**src/rtl/w5300_pkg.sv**
```systemverilog
// rtl/w5300_pkg.sv - shared W5300 bus constants, LUT entry field positions and sequencer states
package w5300_pkg;

  localparam logic W5300_OP_READ  = 1'b1;
  localparam logic W5300_OP_WRITE = 1'b0;

  localparam int W5300_ADDR_WIDTH  = 10;
  localparam int W5300_DATA_WIDTH  = 16;
  localparam int W5300_ENTRY_WIDTH = 1 + W5300_ADDR_WIDTH + W5300_DATA_WIDTH;

  localparam int W5300_OP_BIT    = 26;
  localparam int W5300_ADDR_MSB  = 25;
  localparam int W5300_ADDR_LSB  = 16;
  localparam int W5300_VALUE_MSB = 15;
  localparam int W5300_VALUE_LSB = 0;

  typedef enum logic [2:0] {
    ST_IDLE        = 3'd0,
    ST_FETCH       = 3'd1,
    ST_ISSUE       = 3'd2,
    ST_WAIT        = 3'd3,
    ST_NEXT        = 3'd4,
    ST_DONE        = 3'd5,
    ST_VERIFY      = 3'd6,
    ST_VERIFY_WAIT = 3'd7
  } seq_state_e;

endpackage

```
**src/rtl/w5300_seq_timeout.sv**
```systemverilog
// rtl/w5300_seq_timeout.sv - loadable down-counter flagging an expired bus_ack wait
module w5300_seq_timeout #(
  parameter int WIDTH = 8
) (
  input  logic             clk,
  input  logic             rst,
  input  logic             clear,
  input  logic             load,
  input  logic [WIDTH-1:0] load_value,
  input  logic             enable,
  output logic             expired
);

  logic [WIDTH-1:0] count;

  // A zero load value never reaches 1, which is how the timeout is disabled.
  always_ff @(posedge clk) begin
    if (rst || clear) begin
      count <= '0;
    end else if (load) begin
      count <= load_value;
    end else if (enable && (count != '0)) begin
      count <= count - 1'b1;
    end
  end

  assign expired = enable && (count == WIDTH'(1));

endmodule

```
**src/rtl/w5300_lut_sequencer.sv**
```systemverilog
// rtl/w5300_lut_sequencer.sv - walks a W5300 register LUT into req/ack bus transactions (option: W5300_SEQ_READBACK_VERIFY_EN)
module w5300_lut_sequencer
  import w5300_pkg::*;
#(
  parameter int ENTRY_COUNT    = 8,
  parameter int INDEX_WIDTH    = 6,
  parameter int ADDR_WIDTH     = 10,
  parameter int DATA_WIDTH     = 16,
  parameter int TIMEOUT_CYCLES = 255
) (
  input  logic                             clk,
  input  logic                             rst,
  input  logic                             start,
  output logic                             busy,
  output logic                             done,
  output logic [INDEX_WIDTH-1:0]           lut_index,
  input  logic [ADDR_WIDTH+DATA_WIDTH:0]   lut_data,
  output logic                             bus_req,
  output logic                             bus_op,
  output logic [ADDR_WIDTH-1:0]            bus_addr,
  output logic [DATA_WIDTH-1:0]            bus_wdata,
  input  logic                             bus_ack,
  input  logic [DATA_WIDTH-1:0]            bus_rdata,
  output logic                             rd_valid,
  output logic [ADDR_WIDTH-1:0]            rd_addr,
  output logic [DATA_WIDTH-1:0]            rd_data,
  output logic                             err
);

  localparam int OP_BIT = ADDR_WIDTH + DATA_WIDTH;
  localparam int TO_W   = (TIMEOUT_CYCLES < 2) ? 1 : $clog2(TIMEOUT_CYCLES + 1);
  localparam logic [INDEX_WIDTH-1:0] LAST_INDEX = INDEX_WIDTH'(ENTRY_COUNT - 1);
  localparam logic [TO_W-1:0]        TO_LOAD    = TO_W'(TIMEOUT_CYCLES);

  if ((ENTRY_COUNT < 1) || (ENTRY_COUNT > (1 << INDEX_WIDTH))) begin : g_bad_entry_count
    $error("ENTRY_COUNT must be within 1..2**INDEX_WIDTH");
  end

  seq_state_e state, state_d;

  logic start_ok, fetch, req_on, ack_hit, abort, idx_inc;
  logic to_enable, to_expired;

  logic                  entry_op;
  logic [ADDR_WIDTH-1:0] entry_addr;
  logic [DATA_WIDTH-1:0] entry_value;

  assign entry_op    = lut_data[OP_BIT];
  assign entry_addr  = lut_data[OP_BIT-1 -: ADDR_WIDTH];
  assign entry_value = lut_data[DATA_WIDTH-1:0];

`ifdef W5300_SEQ_READBACK_VERIFY_EN
  logic [DATA_WIDTH-1:0] verify_value;
  assign to_enable = (state == ST_WAIT) || (state == ST_VERIFY_WAIT);
`else
  assign to_enable = (state == ST_WAIT);
`endif

  w5300_seq_timeout #(
    .WIDTH (TO_W)
  ) u_timeout (
    .clk        (clk),
    .rst        (rst),
    .clear      (start_ok),
    .load       (req_on),
    .load_value (TO_LOAD),
    .enable     (to_enable),
    .expired    (to_expired)
  );

  always_ff @(posedge clk) begin
    if (rst) begin
      state <= ST_IDLE;
    end else begin
      state <= state_d;
    end
  end

  always_comb begin
    state_d  = state;
    start_ok = 1'b0;
    fetch    = 1'b0;
    req_on   = 1'b0;
    ack_hit  = 1'b0;
    abort    = 1'b0;
    idx_inc  = 1'b0;
    case (state)
      ST_IDLE: begin
        if (start) begin
          start_ok = 1'b1;
          state_d  = ST_FETCH;
        end
      end
      ST_FETCH: begin
        fetch   = 1'b1;
        state_d = ST_ISSUE;
      end
      ST_ISSUE: begin
        req_on  = 1'b1;
        state_d = ST_WAIT;
      end
      ST_WAIT: begin
        // An ack arriving on the expiry cycle still completes the transaction.
        if (bus_ack) begin
          ack_hit = 1'b1;
          state_d = ST_NEXT;
`ifdef W5300_SEQ_READBACK_VERIFY_EN
          if (bus_op == W5300_OP_WRITE) begin
            state_d = ST_VERIFY;
          end
`endif
        end else if (to_expired) begin
          abort   = 1'b1;
          state_d = ST_DONE;
        end
      end
`ifdef W5300_SEQ_READBACK_VERIFY_EN
      ST_VERIFY: begin
        req_on  = 1'b1;
        state_d = ST_VERIFY_WAIT;
      end
      ST_VERIFY_WAIT: begin
        if (bus_ack) begin
          ack_hit = 1'b1;
          state_d = ST_NEXT;
        end else if (to_expired) begin
          abort   = 1'b1;
          state_d = ST_DONE;
        end
      end
`endif
      ST_NEXT: begin
        if (lut_index == LAST_INDEX) begin
          state_d = ST_DONE;
        end else begin
          idx_inc = 1'b1;
          state_d = ST_FETCH;
        end
      end
      ST_DONE: begin
        state_d = ST_IDLE;
      end
      default: begin
        state_d = ST_IDLE;
      end
    endcase
  end

  always_ff @(posedge clk) begin
    if (rst) begin
      lut_index <= '0;
      bus_req   <= 1'b0;
      bus_op    <= 1'b0;
      bus_addr  <= '0;
      bus_wdata <= '0;
      rd_valid  <= 1'b0;
      rd_addr   <= '0;
      rd_data   <= '0;
      err       <= 1'b0;
`ifdef W5300_SEQ_READBACK_VERIFY_EN
      verify_value <= '0;
`endif
    end else begin
      rd_valid <= 1'b0;
      if (start_ok) begin
        lut_index <= '0;
        err       <= 1'b0;
      end
      if (idx_inc) begin
        lut_index <= lut_index + 1'b1;
      end
      if (fetch) begin
        bus_op    <= entry_op;
        bus_addr  <= entry_addr;
        bus_wdata <= (entry_op == W5300_OP_READ) ? '0 : entry_value;
      end
      if (req_on) begin
        bus_req <= 1'b1;
      end
      if (ack_hit || abort) begin
        bus_req <= 1'b0;
      end
      if (abort) begin
        err <= 1'b1;
      end
      if (ack_hit && (state == ST_WAIT) && (bus_op == W5300_OP_READ)) begin
        rd_valid <= 1'b1;
        rd_addr  <= bus_addr;
        rd_data  <= bus_rdata;
      end
`ifdef W5300_SEQ_READBACK_VERIFY_EN
      // Readback reuses the bus field registers as a read of the same address.
      if (ack_hit && (state == ST_WAIT) && (bus_op == W5300_OP_WRITE)) begin
        verify_value <= bus_wdata;
        bus_op       <= W5300_OP_READ;
        bus_wdata    <= '0;
      end
      if (ack_hit && (state == ST_VERIFY_WAIT) && (bus_rdata != verify_value)) begin
        err <= 1'b1;
      end
`endif
    end
  end

  assign busy = (state != ST_IDLE) && (state != ST_DONE);
  assign done = (state == ST_DONE);

endmodule
```
**config.mk**
```make
export PLATFORM = sky130hd
export DESIGN_NAME = w5300_lut_sequencer
export DESIGN_NICKNAME = d
export VERILOG_FILES = /design/src/rtl/w5300_pkg.sv /design/src/rtl/w5300_seq_timeout.sv /design/src/rtl/w5300_lut_sequencer.sv
export SDC_FILE = /design/constraint.sdc
export NUM_CORES = 1
export LEC_CHECK = 0
export CELL_PAD_IN_SITES_DETAIL_PLACEMENT = 1
export CELL_PAD_IN_SITES_GLOBAL_PLACEMENT = 2
export CORE_ASPECT_RATIO = 0.75
export CORE_MARGIN = 2
export CORE_UTILIZATION = 26
export DETAILED_ROUTE_END_ITERATION = 10
export PLACE_DENSITY = 0.85
export SYNTH_ARGS = -nofsm -noshare
export SYNTH_HDL_FRONTEND = slang
export SYNTH_SLANG_ARGS = --single-unit
```
**constraint.sdc**
```tcl
create_clock -name clk -period 3.5 [get_ports clk]
set_input_delay 0.7 -clock clk [delete_from_list [all_inputs] [get_ports clk]]
set_output_delay 0.7 -clock clk [all_outputs]
set_load 0.1 [all_outputs]
```
==> images/clock_wires.png <==
(3 px per um)
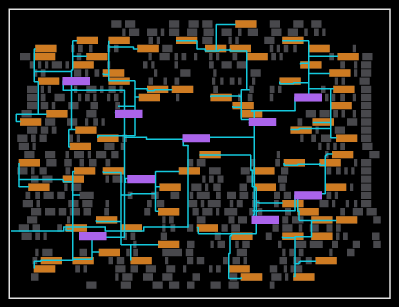
[clock-net drivers] purple | count: 9
[clock wires] cyan | length: 1,080 um
[flip-flops] orange | count: 73
routed clock nets: 10

==> images/class_map.png <==
(4 px per um) Fill, decap, tap and diode cells in grey.
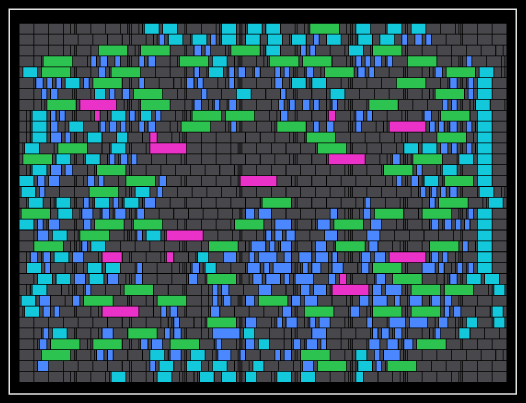
| class | colour | cells | share of their area |
|---|---|---|---|
| registers | green | 73 | 35% |
| remaining logic cells | blue | 257 | 33% |
| clock drivers and dummy loads | magenta | 15 | 6.2% |
| remaining buffers and delay cells | cyan | 115 | 26% |

==> images/congestion_map.png <==
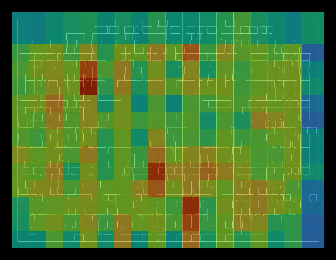
WL/cell: 14.9 um
grt met2 use: 23.6%
met1 global-route usage: 17.7%
Core Util, Final: 40.1%
gr busiest metal: met2

==> images/layers.png <==
(4 px per um)
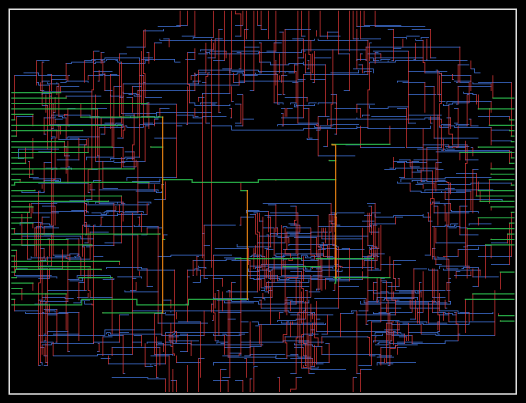
| layer | colour | wire length |
|---|---|---|
| M4 | orange | 110 um |
| M1 | blue | 4,090 um |
| M2 | red | 3,810 um |
| M3 | green | 912 um |

==> impl_metrics.tcl <==
# place-and-route summary
set metrics [dict create \
    synth_top_cell_by_count "nand2_1" \
    fin_crit_ns 2.61 \
    crit_start "lut_index[5]" \
    p_per_area_mw_per_mm2 473 \
    crit_chain "clkdlybuf4s50_1" \
    switching_share_pct 29.1 \
    p_sw_mw 0.605 \
    grtUsageMet3_pct 7.56 \
    cp-end-kind "primary output" \
    viasPerCell 4.79 \
    lay_top_cells "nand2_1 (99), clkdlybuf4s50_1 (99), dfxtp_1 (73), a21oi_1 (58), nand3b_1 (18)" \
    grt_pass1_vias 2937 \
    die_area_mm2 0.0121 \
    seq_cell_count 73 \
    syn_to_final_growth_pct 50.2 \
    num_vias 2873 \
    drive_gt1_share_pct 7.17 \
    fin_cells 600 \
    async_flop_share_pct 0 \
    outcome "complete, no violations" \
    antenna_cells 0 \
    postSynth.topFlopCell "dfxtp_1" \
    cap_viol_max_count 0 \
    timing.hold.ws_ns 0.454 \
    hold_buffers 0 \
    power_mw 2.08 \
    p_clk_share_pct 39.7 \
    reg2reg_depth 4 \
    r2r-end "lut_index[5]" \
    final_nets 507 \
    grt_max_degree 35 \
    tns_ns 0 \
    synth_area_per_cell_um2 8.30 \
    startpoint_type "register" \
    mux_area_share_pct 1.46 \
    yosys-stat-cells 352 \
    clk_pin_slew_ns 0.06 \
    crit_type "register to primary output" \
    std_cell_rows 33 \
    drc 0 \
    combGateArea_mm2 0.00136 \
]
